==> src/rtl/pipelined_barrel_shifter.sv <==
// Pipelined barrel shifter with a valid/ready handshake.
// The shift distance is decomposed into log2(WIDTH) mux levels, where level j
// shifts by 2^j. The levels are spread across STAGES register banks. The last
// bank drives the outputs directly. Supported operations are logical,
// arithmetic and rotate shifts. The unit also returns the last bit shifted out
// and a zero flag, and carries a sideband tag through unchanged.
module pipelined_barrel_shifter #(
  parameter int WIDTH  = 32,
  parameter int STAGES = 2,
  parameter int TAG_W  = 4,
  localparam int SAW   = $clog2(WIDTH)
) (
  input  logic             clk,
  input  logic             rst,
  input  logic             i_valid,
  output logic             i_ready,
  input  logic [WIDTH-1:0] i_data,
  input  logic [SAW-1:0]   sa,
  input  logic [2:0]       shift_op,
  input  logic [TAG_W-1:0] i_tag,
  output logic             o_valid,
  input  logic             o_ready,
  output logic [WIDTH-1:0] o_data,
  output logic             o_carry,
  output logic             o_zero,
  output logic [TAG_W-1:0] o_tag
);

  localparam int SW = SAW;

  localparam logic [2:0] OP_SLL = 3'b001;
  localparam logic [2:0] OP_SRL = 3'b010;
  localparam logic [2:0] OP_SRA = 3'b100;
  localparam logic [2:0] OP_ROR = 3'b110;
  localparam logic [2:0] OP_ROL = 3'b111;

  // One pipeline slot. The full shift amount travels with the operation.
  // Each level looks only at its own bit of that amount.
  // fill is the sign bit used by SRA. carry is the last bit shifted out so far.
  typedef struct packed {
    logic             vld;
    logic [TAG_W-1:0] tag;
    logic [2:0]       op;
    logic [SAW-1:0]   sa;
    logic             fill;
    logic             carry;
    logic [WIDTH-1:0] data;
  } stage_t;

  stage_t stg_src [STAGES];
  stage_t stg_d   [STAGES];
  stage_t stg_q   [STAGES];
  logic   zero_d;
  logic   zero_q;
  logic   adv;

  // The whole pipeline moves together. It stalls only when a result is held
  // at the output and the consumer is not taking it.
  assign adv     = !stg_q[STAGES-1].vld || o_ready;
  assign i_ready = adv && !rst;

  // Applies mux level lvl, which shifts by 2^lvl when bit lvl of sa is set.
  // Only the last level that actually shifts decides the carry. Its
  // outgoing bit is the same bit that the one-step shift by sa would
  // report.
  function automatic stage_t apply_level(input stage_t cur, input int lvl);
    stage_t           nxt;
    logic [SAW-1:0]   sa_sh;
    logic [WIDTH-1:0] lo_out;
    logic [WIDTH-1:0] hi_out;
    logic [WIDTH-1:0] fill_mask;
    int               amt;
    nxt       = cur;
    amt       = 1 << lvl;
    sa_sh     = cur.sa >> lvl;
    // bit 0 of lo_out is the last bit leaving the low end on a right shift
    lo_out    = cur.data >> (amt - 1);
    // hi_out holds the bits leaving the top. Its bit 0 is the last one to leave.
    hi_out    = cur.data >> (WIDTH - amt);
    fill_mask = ~({WIDTH{1'b1}} >> amt);
    if (sa_sh[0]) begin
      case (cur.op)
        OP_SLL: begin
          nxt.data  = cur.data << amt;
          nxt.carry = hi_out[0];
        end
        OP_SRL: begin
          nxt.data  = cur.data >> amt;
          nxt.carry = lo_out[0];
        end
        OP_SRA: begin
          nxt.data  = (cur.data >> amt) | (cur.fill ? fill_mask : '0);
          nxt.carry = lo_out[0];
        end
        OP_ROR: begin
          nxt.data  = (cur.data >> amt) | (cur.data << (WIDTH - amt));
          nxt.carry = lo_out[0];
        end
        OP_ROL: begin
          nxt.data  = (cur.data << amt) | hi_out;
          nxt.carry = hi_out[0];
        end
        default: ;
      endcase
    end
    return nxt;
  endfunction

  // Per-stage combinational shift. The input is loaded into stage 0 and each
  // later stage reads the bank before it. Level j goes to stage
  // floor(j*STAGES/SW). When not advancing, the banks hold.
  always_comb begin
    stage_t cur;
    cur = '0;
    stg_src[0].vld   = i_valid;
    stg_src[0].tag   = i_tag;
    stg_src[0].op    = shift_op;
    stg_src[0].sa    = sa;
    stg_src[0].fill  = i_data[WIDTH-1];
    stg_src[0].carry = 1'b0;
    stg_src[0].data  = i_data;
    for (int s = 1; s < STAGES; s++) begin
      stg_src[s] = stg_q[s-1];
    end
    for (int s = 0; s < STAGES; s++) begin
      cur = stg_src[s];
      for (int j = 0; j < SW; j++) begin
        if ((j * STAGES) / SW == s) begin
          cur = apply_level(cur, j);
        end
      end
      stg_d[s] = adv ? cur : stg_q[s];
    end
    zero_d = (stg_d[STAGES-1].data == '0);
  end

  // Stage registers and the zero flag, with synchronous reset.
  always_ff @(posedge clk) begin
    if (rst) begin
      for (int s = 0; s < STAGES; s++) begin
        stg_q[s] <= '0;
      end
      zero_q <= 1'b0;
    end else begin
      for (int s = 0; s < STAGES; s++) begin
        stg_q[s] <= stg_d[s];
      end
      zero_q <= zero_d;
    end
  end

  assign o_valid = stg_q[STAGES-1].vld;
  assign o_data  = stg_q[STAGES-1].data;
  assign o_carry = stg_q[STAGES-1].carry;
  assign o_zero  = zero_q;
  assign o_tag   = stg_q[STAGES-1].tag;

endmodule

==> config.mk <==
export PLATFORM = sky130hd
export DESIGN_NAME = pipelined_barrel_shifter
export DESIGN_NICKNAME = d
export VERILOG_FILES = /design/src/rtl/pipelined_barrel_shifter.sv
export SDC_FILE = /design/constraint.sdc
export NUM_CORES = 1
export LEC_CHECK = 0
export CORE_ASPECT_RATIO = 1.25
export CORE_MARGIN = 3
export CORE_UTILIZATION = 40
export DETAILED_ROUTE_END_ITERATION = 10
export MAX_ROUTING_LAYER = met4
export REMOVE_ABC_BUFFERS = 1
export SLEW_MARGIN = 0
export SYNTH_ARGS = -nofsm -noshare
export SYNTH_HDL_FRONTEND = slang
export SYNTH_SLANG_ARGS = --single-unit
==> constraint.sdc <==
create_clock -name clk -period 2.64 [get_ports clk]
set_clock_uncertainty 0.05 [all_clocks]
set_input_delay 0.264 -clock clk [delete_from_list [all_inputs] [get_ports clk]]
set_output_delay 0.264 -clock clk [all_outputs]
set_load 0.005 [all_outputs]
Congestion heat map:
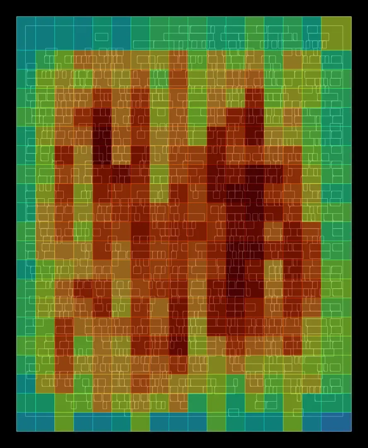
routing usage on met1: 36.2%
met3 usage: 3.65%
most crowded layer after global routing: met2

Clock distribution:
(2 px per µm)
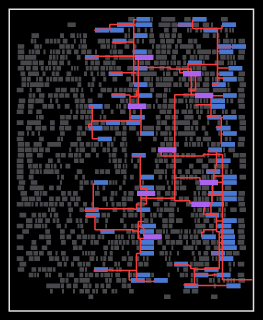
legend:
  flip-flops:
    colour: blue
    count: 83
  clock wires:
    colour: red
    length: 1090 µm
  clock drivers:
    colour: purple
    count: 9
routed clock nets: 10

Met4 routing:
(2 px per µm) Supply wires on this layer in grey.
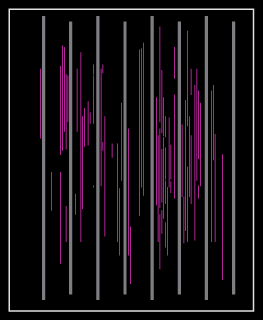
nets with wire on the layer: 59
wire length on this layer: 2450 µm
main direction: vertical
share of all routed wire: 8.2%
longest straight run: 94.5 µm

Cell density map:
(2 px per µm) The die is cut into 12 by 15 equal tiles; dark blue is low, red is high, 0 to 100% covered.
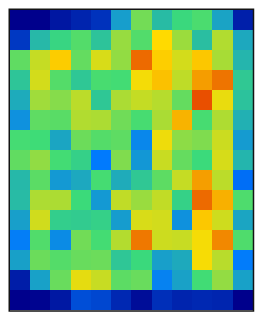
tiles over 75% full: 8.9%
nearly empty tiles: 2.8%
emptiest ninth of the die: bottom left
fullest tile: 91%
mean over tiles: 50%

I/O nets highlighted:
(2 px per µm)
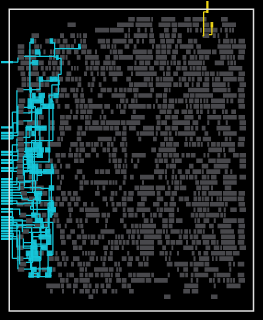
legend:
  i_data:
    colour: cyan
    bits: 32
    direction: input
    end_cells: 70
    buffers: 32
    wire: 1240 µm
  i_valid:
    colour: yellow
    bits: 1
    direction: input
    end_cells: 1
    buffers: 1
    wire: 21.6 µm

==> ci_impl_report.md <==
## PnR job results

| Metric | Value |
|---|---|
| Status | finished with violations |
| Failing checks | setup timing |
| CTS clk-pin slew, worst paths | 0.07 ns |
| GPL Wtd Cong | 1.04 |
| Pre-CTS setup slack | -0.501 ns |
| Number of cells in Yosys stat | 948 |
| Aoi share | about two fifths |
| Number of vias per cell | 6.24 |
| Setup ws final | -0.0262 ns |
| Fillers | roughly 1600 |
| Worst-Margin Slew | roughly 0.9 ns |
| Post-DP Area | 0.00876 mm² |
| Max-Slew Margin vs Limit | 39.5% |
| R2r startpoint | stg_q[0][39] |
| Final setup fails | 1 |
| Latency at later pin | 0.35 ns |
| Wire length on met3 | 1700 µm |
| Floorplan Utilization | 40.9% |
| Drt first pass iters | 6 |
| Placed Cells | 1328 |
| Crit. End Element | register |
| Register area share after synthesis | 25.0% |
| Adder Share, Synth | 0% |
| RSZ-0062 raised after global routing | true |
| Crit path max-delay family | simple AND/OR/NAND/NOR gates |
| Diode count | 0 |
| MUX area fraction | 3.03% |
| Crit-path max cell delay | 0.52 ns |
| Dpl hpwl | between 20000 and 25000 µm |
| CTS buffer count | 9 |
| WL final | 29900 µm |
| Cts hold-fix bufs | 0 |
| Post-route DRC | 0 |
| Setup crit end | o_zero |
| GRT overflow | 0 |
| Top FF cell, synth | dfxtp_1 |
| Synth Area in XOR/XNOR | 0.640% |
| Yosys cell types | 70 |
| Bufs and invs on worst path | 3 |
| DR top layer | met4 |
| Reg2reg end | o_zero |
| Post-synth ARST share | 0% |
| Synth Cell Area | 0.00665 mm² |
| Design Area, Final | 0.00934 mm² |
| Max-cap violations | 0 |
| Post-synth EDFFs | 0 |
| Leakage | between 0.003 and 0.004 µW |
| Share of cells above drive strength 1 | 23.3% |
| WP data arrival | 2.87 ns |
| Ports | 88 |
| GR Util All Layers | between 30% and 40% |
| Worst-path cell chain | xor2_1 > buf_4 > o211a_4 > clkbuf_16 > nor2_1 > nor2_1 > a222oi_1 > buf_4 > nand4_1 > or4_4 > nor4_4 |
| Htree depth | 3 |
| CTS sink cnt | approximately 83 |
| Clock Path Buffers | 2 |
| PortBufs | 87 |
| Area Growth Syn to Fin | 40.4% |
| Period minus WS final | 2.67 ns |
| CTS tree | done |
| Post-DRT Antenna Nets | 0 |
| Initial antenna violation count | 0 |
| Root buf cell | clkbuf_16 |
| Critical Path Source | stg_q[0][39] |
| PD cells | 520 mW/mm² |
## through the flow
stage / power (µW) / hold WS (ns)
2_1_floorplan: 2310 / 0.283
4_1_cts: 4770 / 0.191
3_5_place_dp: 3350 / 0.393
6_report: 4860 / 0.190
3_3_place_gp: 3350 / 0.389
5_1_grt: 5050 / 0.188
## cell usage after synthesis (10+ instances only)
cell type / count
a211oi_1: 16
a21oi_1: 80
a221oi_1: 13
a22o_1: 12
a22oi_1: 36
buf_2: 19
buf_4: 39
clkbuf_1: 54
dfxtp_1: 83
inv_1: 13
mux2i_1: 19
nand2_1: 111
nand3_1: 14
nor2_1: 103
nor3_1: 17
o211ai_1: 19
o21a_1: 10
o21ai_0: 84
o221ai_1: 17
o22ai_1: 39
## cell type report
class                   count  area, µm²  area share (%)
clock buffers               9        225            2.41
clock inverters             7        105            1.13
inverters                  14       52.6           0.563
multi-input cells         729       4480            47.9
flip-flops and latches     83       1670            17.9
well taps                 216        270            2.89
repair buffers            289       2540            27.2
## worst min path at each step
stage                 startpoint            to  slack, ns  cells after the start
floorplan                    rst  stg_q[0][29]       0.28                      1
global placement    stg_q[0][89]  stg_q[0][89]       0.39                      2
detailed placement  stg_q[0][42]  stg_q[0][42]       0.39                      2
CTS                          rst  stg_q[0][39]       0.19                      2
global route                 rst  stg_q[0][39]       0.19                      2
finish                       rst  stg_q[0][39]       0.19                      2
## report_power, final
part           switching [µW]  total [µW]  internal (µW)
Sequential                154        1540           1380
Clock                     571        1420            846
Combinational             997        1900            908
## layout by cell type, fill, tap and decap left out, drive strengths merged, types with 16 or more instances in the layout
cell / count
dfxtp: 83
a211oi: 16
o21ai: 89
clkdlybuf4s50: 85
a22oi: 36
inv: 18
nor3: 17
nand2: 111
o22ai: 39
mux2i: 19
o211ai: 19
buf: 202
nor2: 103
a21oi: 80
o221ai: 17
No activity file was given, so power comes from the tool's default toggle rates.
